==> src/rtl/game_pkg.sv <==
// Shared types and constants for the game round sequencer.
//   game_state_t : round/phase encoding driven onto o_state
//   bbox_t       : one player's pose bounding box
//   box_ok()     : a box is usable only if left<=right and up<=down
package game_pkg;

    localparam int unsigned COORD_W  = 11;
    localparam int unsigned N_PLAYER = 2;
    localparam int unsigned SCORE_W  = 4;
    localparam int unsigned FRAMES_W = 12;
    localparam int unsigned ROUND_W  = 2;
    localparam int unsigned WIN_W    = 2;

    typedef enum logic [2:0] {
        ST_IDLE      = 3'd0,
        ST_COUNTDOWN = 3'd1,
        ST_PLAY      = 3'd2,
        ST_RESULT    = 3'd3,
        ST_GAMEOVER  = 3'd4
    } game_state_t;

    typedef struct packed {
        logic [COORD_W-1:0] left;
        logic [COORD_W-1:0] right;
        logic [COORD_W-1:0] up;
        logic [COORD_W-1:0] down;
    } bbox_t;

    function automatic logic box_ok(input bbox_t b);
        return (b.left <= b.right) && (b.up <= b.down);
    endfunction

endpackage

==> src/rtl/game_round_sequencer_if.sv <==
// Bus between the sequencer and its neighbours (predictor, VGA timing, GameLogic).
//   i_* : control pulses, raw predictor boxes, per-player hit pulses
//   o_* : committed boxes, game state, round, frame count, scores, winner
// master drives i_* and observes o_*; slave is the sequencer.
interface game_round_sequencer_if;
    import game_pkg::*;

    logic                                i_start;
    logic                                i_enter_game;
    logic                                i_frame_end;
    logic                                i_predict_valid;
    logic [N_PLAYER-1:0][COORD_W-1:0]    i_left;
    logic [N_PLAYER-1:0][COORD_W-1:0]    i_right;
    logic [N_PLAYER-1:0][COORD_W-1:0]    i_up;
    logic [N_PLAYER-1:0][COORD_W-1:0]    i_down;
    logic [N_PLAYER-1:0]                 i_hit;

    logic [N_PLAYER-1:0][COORD_W-1:0]    o_left;
    logic [N_PLAYER-1:0][COORD_W-1:0]    o_right;
    logic [N_PLAYER-1:0][COORD_W-1:0]    o_up;
    logic [N_PLAYER-1:0][COORD_W-1:0]    o_down;
    logic                                o_boxes_valid;
    logic [2:0]                          o_state;
    logic [ROUND_W-1:0]                  o_round;
    logic [FRAMES_W-1:0]                 o_frames_left;
    logic [N_PLAYER-1:0][SCORE_W-1:0]    o_score;
    logic [WIN_W-1:0]                    o_winner;

    modport master (
        output i_start, i_enter_game, i_frame_end, i_predict_valid,
               i_left, i_right, i_up, i_down, i_hit,
        input  o_left, o_right, o_up, o_down, o_boxes_valid,
               o_state, o_round, o_frames_left, o_score, o_winner
    );

    modport slave (
        input  i_start, i_enter_game, i_frame_end, i_predict_valid,
               i_left, i_right, i_up, i_down, i_hit,
        output o_left, o_right, o_up, o_down, o_boxes_valid,
               o_state, o_round, o_frames_left, o_score, o_winner
    );

endinterface

==> src/rtl/game_round_sequencer_bbox_shadow_reg.sv <==
// One player's box double buffer: validity check, shadow register, active
// register and fresh flag.
//   i_en            : buffering enabled (game not in IDLE); low clears fresh
//   i_predict_valid : latch i_box into shadow if it is a valid box
//   i_frame_end     : copy a fresh shadow into the active box
//   o_box           : committed (active) box
//   o_commit_c      : this frame_end commits a box (combinational)
module bbox_shadow_reg
    import game_pkg::*;
(
    input  logic  i_clk,
    input  logic  i_rst_n,
    input  logic  i_en,
    input  logic  i_predict_valid,
    input  logic  i_frame_end,
    input  bbox_t i_box,
    output bbox_t o_box,
    output logic  o_commit_c
);

    bbox_t r_shadow;
    bbox_t r_active;
    logic  r_fresh;
    logic  w_accept;

    assign w_accept   = i_predict_valid && box_ok(i_box);
    assign o_commit_c = i_en && i_frame_end && r_fresh;
    assign o_box      = r_active;

    // Commit reads the pre-update shadow, so a box arriving on the frame_end
    // cycle waits in the shadow for the next frame_end.
    always_ff @(posedge i_clk) begin
        if (!i_rst_n) begin
            r_shadow <= '0;
            r_active <= '0;
            r_fresh  <= 1'b0;
        end else if (!i_en) begin
            r_fresh  <= 1'b0;
        end else begin
            if (i_frame_end && r_fresh) begin
                r_active <= r_shadow;
            end
            if (w_accept) begin
                r_shadow <= i_box;
                r_fresh  <= 1'b1;
            end else if (i_frame_end) begin
                r_fresh  <= 1'b0;
            end
        end
    end

endmodule

==> src/rtl/game_round_sequencer.sv <==
// Round/phase controller: IDLE->COUNTDOWN->PLAY->RESULT->GAMEOVER on frame
// boundaries, per-player scoring, winner decision, and per-player box double
// buffering so the renderer only sees box changes at frame end.
//   i_clk, i_rst_n : clock, synchronous active-low reset
//   io_bus         : control, predictor boxes, hits in; committed boxes and
//                    game status out (see game_round_sequencer_if)
module game_round_sequencer
    import game_pkg::*;
#(
    parameter int unsigned COUNTDOWN_FRAMES = 180,
    parameter int unsigned ROUND_FRAMES     = 1800,
    parameter int unsigned RESULT_FRAMES    = 120,
    parameter int unsigned N_ROUNDS         = 3
) (
    input  logic                    i_clk,
    input  logic                    i_rst_n,
    game_round_sequencer_if.slave   io_bus
);

    localparam logic [SCORE_W-1:0] SCORE_MAX = '1;

    game_state_t                      r_state;
    logic [ROUND_W-1:0]               r_round;
    logic [FRAMES_W-1:0]              r_frames_left;
    logic [N_PLAYER-1:0][SCORE_W-1:0] r_score;
    logic [WIN_W-1:0]                 r_winner;
    logic                             r_boxes_valid;

    logic                             w_active;
    logic [N_PLAYER-1:0]              w_commit_c;
    logic                             w_last_frame;
    logic [WIN_W-1:0]                 w_winner;
    bbox_t                            w_box [N_PLAYER];
    logic [N_PLAYER-1:0][COORD_W-1:0] w_left, w_right, w_up, w_down;

    assign w_active     = (r_state != ST_IDLE);
    assign w_last_frame = io_bus.i_frame_end && (r_frames_left == FRAMES_W'(1));

    // Two-player winner: strictly higher score wins, tie reports none.
    always_comb begin
        w_winner = 2'b00;
        if (r_score[0] > r_score[1]) begin
            w_winner = 2'b01;
        end else if (r_score[1] > r_score[0]) begin
            w_winner = 2'b10;
        end
    end

    for (genvar p = 0; p < N_PLAYER; p++) begin : g_player
        bbox_t w_in;
        assign w_in = '{left:  io_bus.i_left[p],
                        right: io_bus.i_right[p],
                        up:    io_bus.i_up[p],
                        down:  io_bus.i_down[p]};

        bbox_shadow_reg u_shadow (
            .i_clk           (i_clk),
            .i_rst_n         (i_rst_n),
            .i_en            (w_active),
            .i_predict_valid (io_bus.i_predict_valid),
            .i_frame_end     (io_bus.i_frame_end),
            .i_box           (w_in),
            .o_box           (w_box[p]),
            .o_commit_c      (w_commit_c[p])
        );
    end

    // Repack per-player boxes into the bus arrays.
    always_comb begin
        w_left  = '0;
        w_right = '0;
        w_up    = '0;
        w_down  = '0;
        for (int p = 0; p < N_PLAYER; p++) begin
            w_left[p]  = w_box[p].left;
            w_right[p] = w_box[p].right;
            w_up[p]    = w_box[p].up;
            w_down[p]  = w_box[p].down;
        end
    end

    // Phase FSM with frame counter, scoring and winner.
    always_ff @(posedge i_clk) begin
        if (!i_rst_n) begin
            r_state       <= ST_IDLE;
            r_round       <= '0;
            r_frames_left <= '0;
            r_score       <= '0;
            r_winner      <= '0;
            r_boxes_valid <= 1'b0;
        end else if (!io_bus.i_enter_game) begin
            r_state       <= ST_IDLE;
            r_round       <= '0;
            r_frames_left <= '0;
            r_score       <= '0;
            r_winner      <= '0;
            r_boxes_valid <= 1'b0;
        end else begin
            if (|w_commit_c) begin
                r_boxes_valid <= 1'b1;
            end
            // Hits count on every PLAY cycle, including the exiting frame_end.
            if (r_state == ST_PLAY) begin
                for (int p = 0; p < N_PLAYER; p++) begin
                    if (io_bus.i_hit[p] && (r_score[p] != SCORE_MAX)) begin
                        r_score[p] <= r_score[p] + SCORE_W'(1);
                    end
                end
            end
            case (r_state)
                ST_IDLE: begin
                    r_winner      <= '0;
                    r_boxes_valid <= 1'b0;
                    if (io_bus.i_start) begin
                        r_state       <= ST_COUNTDOWN;
                        r_frames_left <= FRAMES_W'(COUNTDOWN_FRAMES);
                        r_round       <= '0;
                        r_score       <= '0;
                    end
                end
                ST_COUNTDOWN: begin
                    if (w_last_frame) begin
                        r_state       <= ST_PLAY;
                        r_frames_left <= FRAMES_W'(ROUND_FRAMES);
                    end else if (io_bus.i_frame_end) begin
                        r_frames_left <= r_frames_left - FRAMES_W'(1);
                    end
                end
                ST_PLAY: begin
                    if (w_last_frame) begin
                        r_state       <= ST_RESULT;
                        r_frames_left <= FRAMES_W'(RESULT_FRAMES);
                    end else if (io_bus.i_frame_end) begin
                        r_frames_left <= r_frames_left - FRAMES_W'(1);
                    end
                end
                ST_RESULT: begin
                    if (w_last_frame) begin
                        if (r_round < ROUND_W'(N_ROUNDS - 1)) begin
                            r_state       <= ST_COUNTDOWN;
                            r_round       <= r_round + ROUND_W'(1);
                            r_frames_left <= FRAMES_W'(COUNTDOWN_FRAMES);
                        end else begin
                            r_state       <= ST_GAMEOVER;
                            r_frames_left <= '0;
                            r_winner      <= w_winner;
                        end
                    end else if (io_bus.i_frame_end) begin
                        r_frames_left <= r_frames_left - FRAMES_W'(1);
                    end
                end
                ST_GAMEOVER: begin
                    if (io_bus.i_start) begin
                        r_state       <= ST_IDLE;
                        r_winner      <= '0;
                        r_boxes_valid <= 1'b0;
                    end
                end
                default: r_state <= ST_IDLE;
            endcase
        end
    end

    assign io_bus.o_left        = w_left;
    assign io_bus.o_right       = w_right;
    assign io_bus.o_up          = w_up;
    assign io_bus.o_down        = w_down;
    assign io_bus.o_boxes_valid = r_boxes_valid;
    assign io_bus.o_state       = r_state;
    assign io_bus.o_round       = r_round;
    assign io_bus.o_frames_left = r_frames_left;
    assign io_bus.o_score       = r_score;
    assign io_bus.o_winner      = r_winner;

endmodule

==> src/flat_wrapper.sv <==
// flat-port wrapper written by rule: the top's interface ports become plain ports
module game_round_sequencer_flat import game_pkg::*;
#(
    parameter int unsigned COUNTDOWN_FRAMES = 180,
    parameter int unsigned ROUND_FRAMES     = 1800,
    parameter int unsigned RESULT_FRAMES    = 120,
    parameter int unsigned N_ROUNDS         = 3
)
  (i_clk, i_rst_n, io_bus_i_start, io_bus_i_enter_game, io_bus_i_frame_end, io_bus_i_predict_valid, io_bus_i_left, io_bus_i_right, io_bus_i_up, io_bus_i_down, io_bus_i_hit, io_bus_o_left, io_bus_o_right, io_bus_o_up, io_bus_o_down, io_bus_o_boxes_valid, io_bus_o_state, io_bus_o_round, io_bus_o_frames_left, io_bus_o_score, io_bus_o_winner);
  game_round_sequencer_if io_bus_i ();
  input  logic i_clk;
  input  logic i_rst_n;
  input wire logic [$bits(io_bus_i.i_start)-1:0] io_bus_i_start;
  input wire logic [$bits(io_bus_i.i_enter_game)-1:0] io_bus_i_enter_game;
  input wire logic [$bits(io_bus_i.i_frame_end)-1:0] io_bus_i_frame_end;
  input wire logic [$bits(io_bus_i.i_predict_valid)-1:0] io_bus_i_predict_valid;
  input wire logic [$bits(io_bus_i.i_left)-1:0] io_bus_i_left;
  input wire logic [$bits(io_bus_i.i_right)-1:0] io_bus_i_right;
  input wire logic [$bits(io_bus_i.i_up)-1:0] io_bus_i_up;
  input wire logic [$bits(io_bus_i.i_down)-1:0] io_bus_i_down;
  input wire logic [$bits(io_bus_i.i_hit)-1:0] io_bus_i_hit;
  output wire logic [$bits(io_bus_i.o_left)-1:0] io_bus_o_left;
  output wire logic [$bits(io_bus_i.o_right)-1:0] io_bus_o_right;
  output wire logic [$bits(io_bus_i.o_up)-1:0] io_bus_o_up;
  output wire logic [$bits(io_bus_i.o_down)-1:0] io_bus_o_down;
  output wire logic [$bits(io_bus_i.o_boxes_valid)-1:0] io_bus_o_boxes_valid;
  output wire logic [$bits(io_bus_i.o_state)-1:0] io_bus_o_state;
  output wire logic [$bits(io_bus_i.o_round)-1:0] io_bus_o_round;
  output wire logic [$bits(io_bus_i.o_frames_left)-1:0] io_bus_o_frames_left;
  output wire logic [$bits(io_bus_i.o_score)-1:0] io_bus_o_score;
  output wire logic [$bits(io_bus_i.o_winner)-1:0] io_bus_o_winner;
  assign io_bus_i.i_start = io_bus_i_start;
  assign io_bus_i.i_enter_game = io_bus_i_enter_game;
  assign io_bus_i.i_frame_end = io_bus_i_frame_end;
  assign io_bus_i.i_predict_valid = io_bus_i_predict_valid;
  assign io_bus_i.i_left = io_bus_i_left;
  assign io_bus_i.i_right = io_bus_i_right;
  assign io_bus_i.i_up = io_bus_i_up;
  assign io_bus_i.i_down = io_bus_i_down;
  assign io_bus_i.i_hit = io_bus_i_hit;
  assign io_bus_o_left = io_bus_i.o_left;
  assign io_bus_o_right = io_bus_i.o_right;
  assign io_bus_o_up = io_bus_i.o_up;
  assign io_bus_o_down = io_bus_i.o_down;
  assign io_bus_o_boxes_valid = io_bus_i.o_boxes_valid;
  assign io_bus_o_state = io_bus_i.o_state;
  assign io_bus_o_round = io_bus_i.o_round;
  assign io_bus_o_frames_left = io_bus_i.o_frames_left;
  assign io_bus_o_score = io_bus_i.o_score;
  assign io_bus_o_winner = io_bus_i.o_winner;
  game_round_sequencer #(.COUNTDOWN_FRAMES(COUNTDOWN_FRAMES), .ROUND_FRAMES(ROUND_FRAMES), .RESULT_FRAMES(RESULT_FRAMES), .N_ROUNDS(N_ROUNDS)) u_core (.i_clk(i_clk), .i_rst_n(i_rst_n), .io_bus(io_bus_i));
endmodule
==> config.mk <==
export PLATFORM = sky130hd
export DESIGN_NAME = game_round_sequencer_flat
export DESIGN_NICKNAME = d
export VERILOG_FILES = /design/src/rtl/game_pkg.sv /design/src/rtl/game_round_sequencer_if.sv /design/src/rtl/game_round_sequencer_bbox_shadow_reg.sv /design/src/rtl/game_round_sequencer.sv /design/src/flat_wrapper.sv
export SDC_FILE = /design/constraint.sdc
export NUM_CORES = 1
export LEC_CHECK = 0
export CAP_MARGIN = 10
export CORE_UTILIZATION = 43
export CTS_BUF_LIST = sky130_fd_sc_hd__clkbuf_4 sky130_fd_sc_hd__clkbuf_8
export CTS_CLUSTER_SIZE = 8
export DETAILED_ROUTE_END_ITERATION = 10
export GPL_TIMING_DRIVEN = 0
export PLACE_DENSITY = 0.75
export SYNTH_ARGS = -nofsm -noshare
export SYNTH_HDL_FRONTEND = slang
export SYNTH_HIERARCHICAL = 1
export SYNTH_SLANG_ARGS = --single-unit
==> constraint.sdc <==
create_clock -name i_clk -period 3.3 [get_ports i_clk]
set_input_delay 0.66 -clock i_clk [delete_from_list [all_inputs] [get_ports i_clk]]
set_output_delay 0.66 -clock i_clk [all_outputs]
set_load 0.005 [all_outputs]
==> flow_metrics.tcl, run 1 <==
# place-and-route summary
set metrics [dict create \
    reg2reg_to "u_core/g_player[0].u_shadow/o_box[35]" \
    antenna_found_initial 0 \
    comb_share 0.377 \
    cp-end-kind "flop" \
    avgSynthCellArea_um2 8.53 \
    ys_warn_count 6 \
    wl_met3_um 2260 \
    fin_area_um2 13400 \
    ios 212 \
    reg2reg_from "u_core/io_bus.o_state[2]" \
    m1WireLength_um 12800 \
    synthTopCellsByCount "206 x a21oi_1, 206 x dfxtp_1, 200 x nand2_1" \
    postSynthCellCount 1182 \
    cts_tree "built" \
    syn_to_final_growth_pct 32.8 \
    dpl_worst_slack_ns 0.126 \
    edf_count 0 \
    grt_pass1_wl_um 47100 \
    postRouteAntennaNets 0 \
    synthSimpleGateAreaFrac 0.195 \
    initCoreUtil 0.441 \
    placed_cell_area_um2 12600 \
    layout_top_cell "clkdlybuf4s50_1" \
    yosysUniqueCellTypes 66 \
    startpoint "u_core/io_bus.o_state[2]" \
    status "completed" \
]
Fig. 1: run 1, routing congestion map
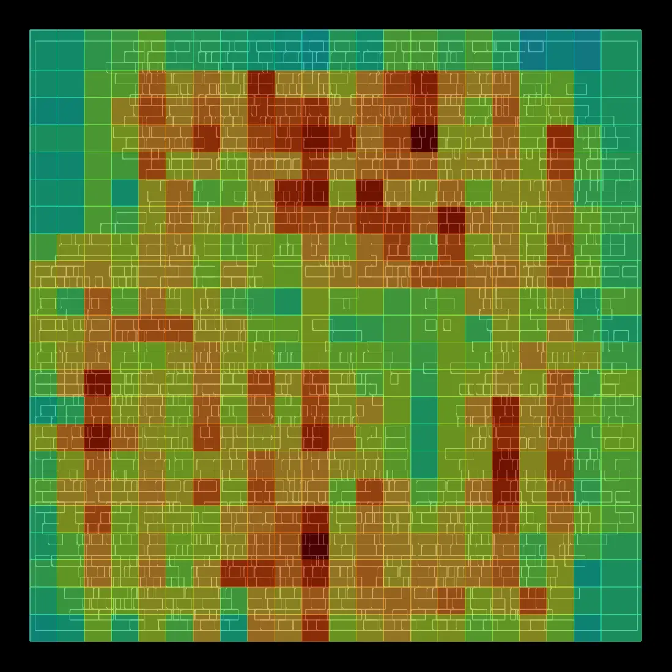
Post-Route Utilization: 0.586
met1 Use GR: 0.309
GR Util All Layers: 0.241

Fig. 2: run 1, sequential cells colored by netlist name
Other sequential cells in the stronger gray, the rest of the logic in the fainter gray.
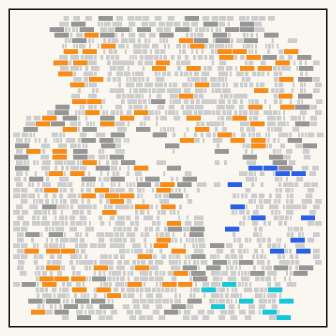
[orange] `u_core/g_player.u_shadow/r_shadow` | placed flops: 88 | where: widely spread
[cyan] `u_core/io_bus.o_score` | placed flops: 8 | where: south-east
[blue] `u_core/io_bus.o_frames_left` | placed flops: 12
not colored: 98
Flop+latch power: 2530 uW
register area: 4120 um2
Seq/total area: 0.308

Fig. 3: run 1, clock wires, drivers and flops
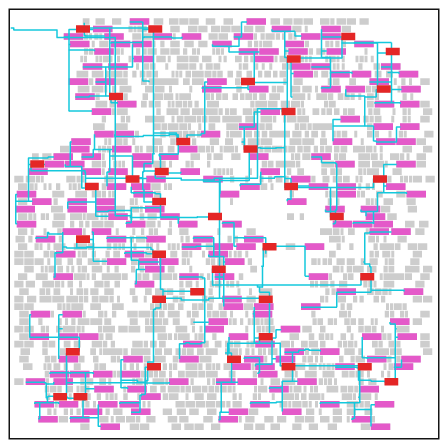
[magenta] flip-flops | count: 206
[red] cells driving clock nets | count: 37
[cyan] clock wires | length: 2,890 um
routed clock nets: 38
Final Skew: 0.0104 ns
clock power share: 0.454
clk_lat worst skew: 0.51 ns
Clock Power: 2550 uW

Fig. 4: run 1, cells colored by class
The bar under the picture is 50 um long.
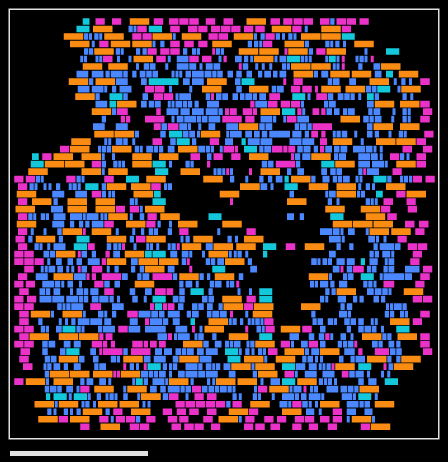

--- run 2 (diff from run 1) ---
clock period = 2.8 ns   (was 3.3 ns; I/O delays follow)
Fig. 5: run 2, cells colored by class
The bar under the picture is 50 um long.
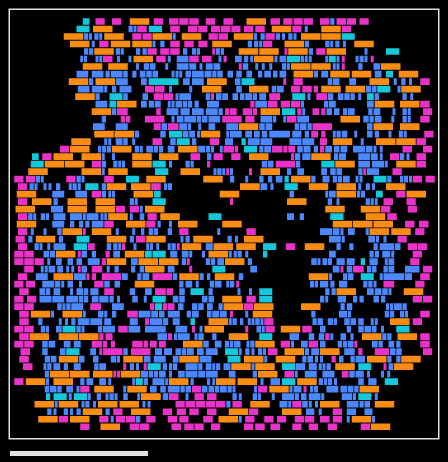
[blue] all other logic | cells: 877 | share of their area: 40%
[magenta] other buffers and delay cells | cells: 310 | share of their area: 22%
[orange] flip-flops | cells: 206 | share of their area: 32%
[cyan] clock drivers and dummy loads | cells: 66 | share of their area: 6.2%

==> flow_metrics.tcl, run 2 <==
# place-and-route summary
set metrics [dict create \
    wl_met3_um 2240 \
    finalSetupViolCount 0 \
    dpl_worst_slack_ns -0.274 \
    cp-end-kind "flop" \
    via_per_inst 5.50 \
    p_clk_uw 3000 \
    antenna_found_initial 0 \
    dieArea_um2 24100 \
    m1WireLength_um 12800 \
    grt_usage 0.241 \
    p_leak_uw 0.00474 \
    layout_top_cell "clkdlybuf4s50_1" \
    core_um2 22800 \
    final_util 0.586 \
    cts_tree "built" \
    comb_share 0.377 \
    fin_area_um2 13400 \
    avgSynthCellArea_um2 8.53 \
    reg2reg_from "u_core/io_bus.o_state[2]" \
    clkSinkCount 206 \
    grt_pass1_wl_um 47100 \
    initCoreUtil 0.441 \
    clock_skew_ns 0.0103 \
    ys_warn_count 6 \
    cts_buffer_depth 3 \
    pwr-share-clk 0.454 \
    postRouteAntennaNets 0 \
    seq_area_frac 0.308 \
    layout_top_cells "211 x clkdlybuf4s50_1, 206 x a21oi_1, 206 x dfxtp_1" \
    dr.max_layer_used "met4" \
    startpoint "u_core/io_bus.o_state[2]" \
    syn_to_final_growth_pct 32.8 \
    p_sw_frac 0.242 \
    postSynthCellCount 1182 \
    crit_chain "clkbuf_2 -> or3_1 -> nand2_1 -> nor4_4 -> o22ai_2 -> buf_2 -> o31ai_1 -> a21oi_1" \
    sequentialPower_uw 2980 \
    netlist.top_cell.by_area "dfxtp_1" \
    synthSimpleGateAreaFrac 0.195 \
    seqCellArea_um2 4120 \
    clkLatencyLatePin_ns 0.52 \
    use_met1 0.310 \
    ios 212 \
    reg2reg_to "u_core/g_player[0].u_shadow/r_shadow[11]" \
    placed_cell_area_um2 12600 \
    edf_count 0 \
    yosysUniqueCellTypes 66 \
    synthTopCellsByCount "206 x a21oi_1, 206 x dfxtp_1, 200 x nand2_1" \
    status "completed" \
]
Power and IR drop assume default switching activity.
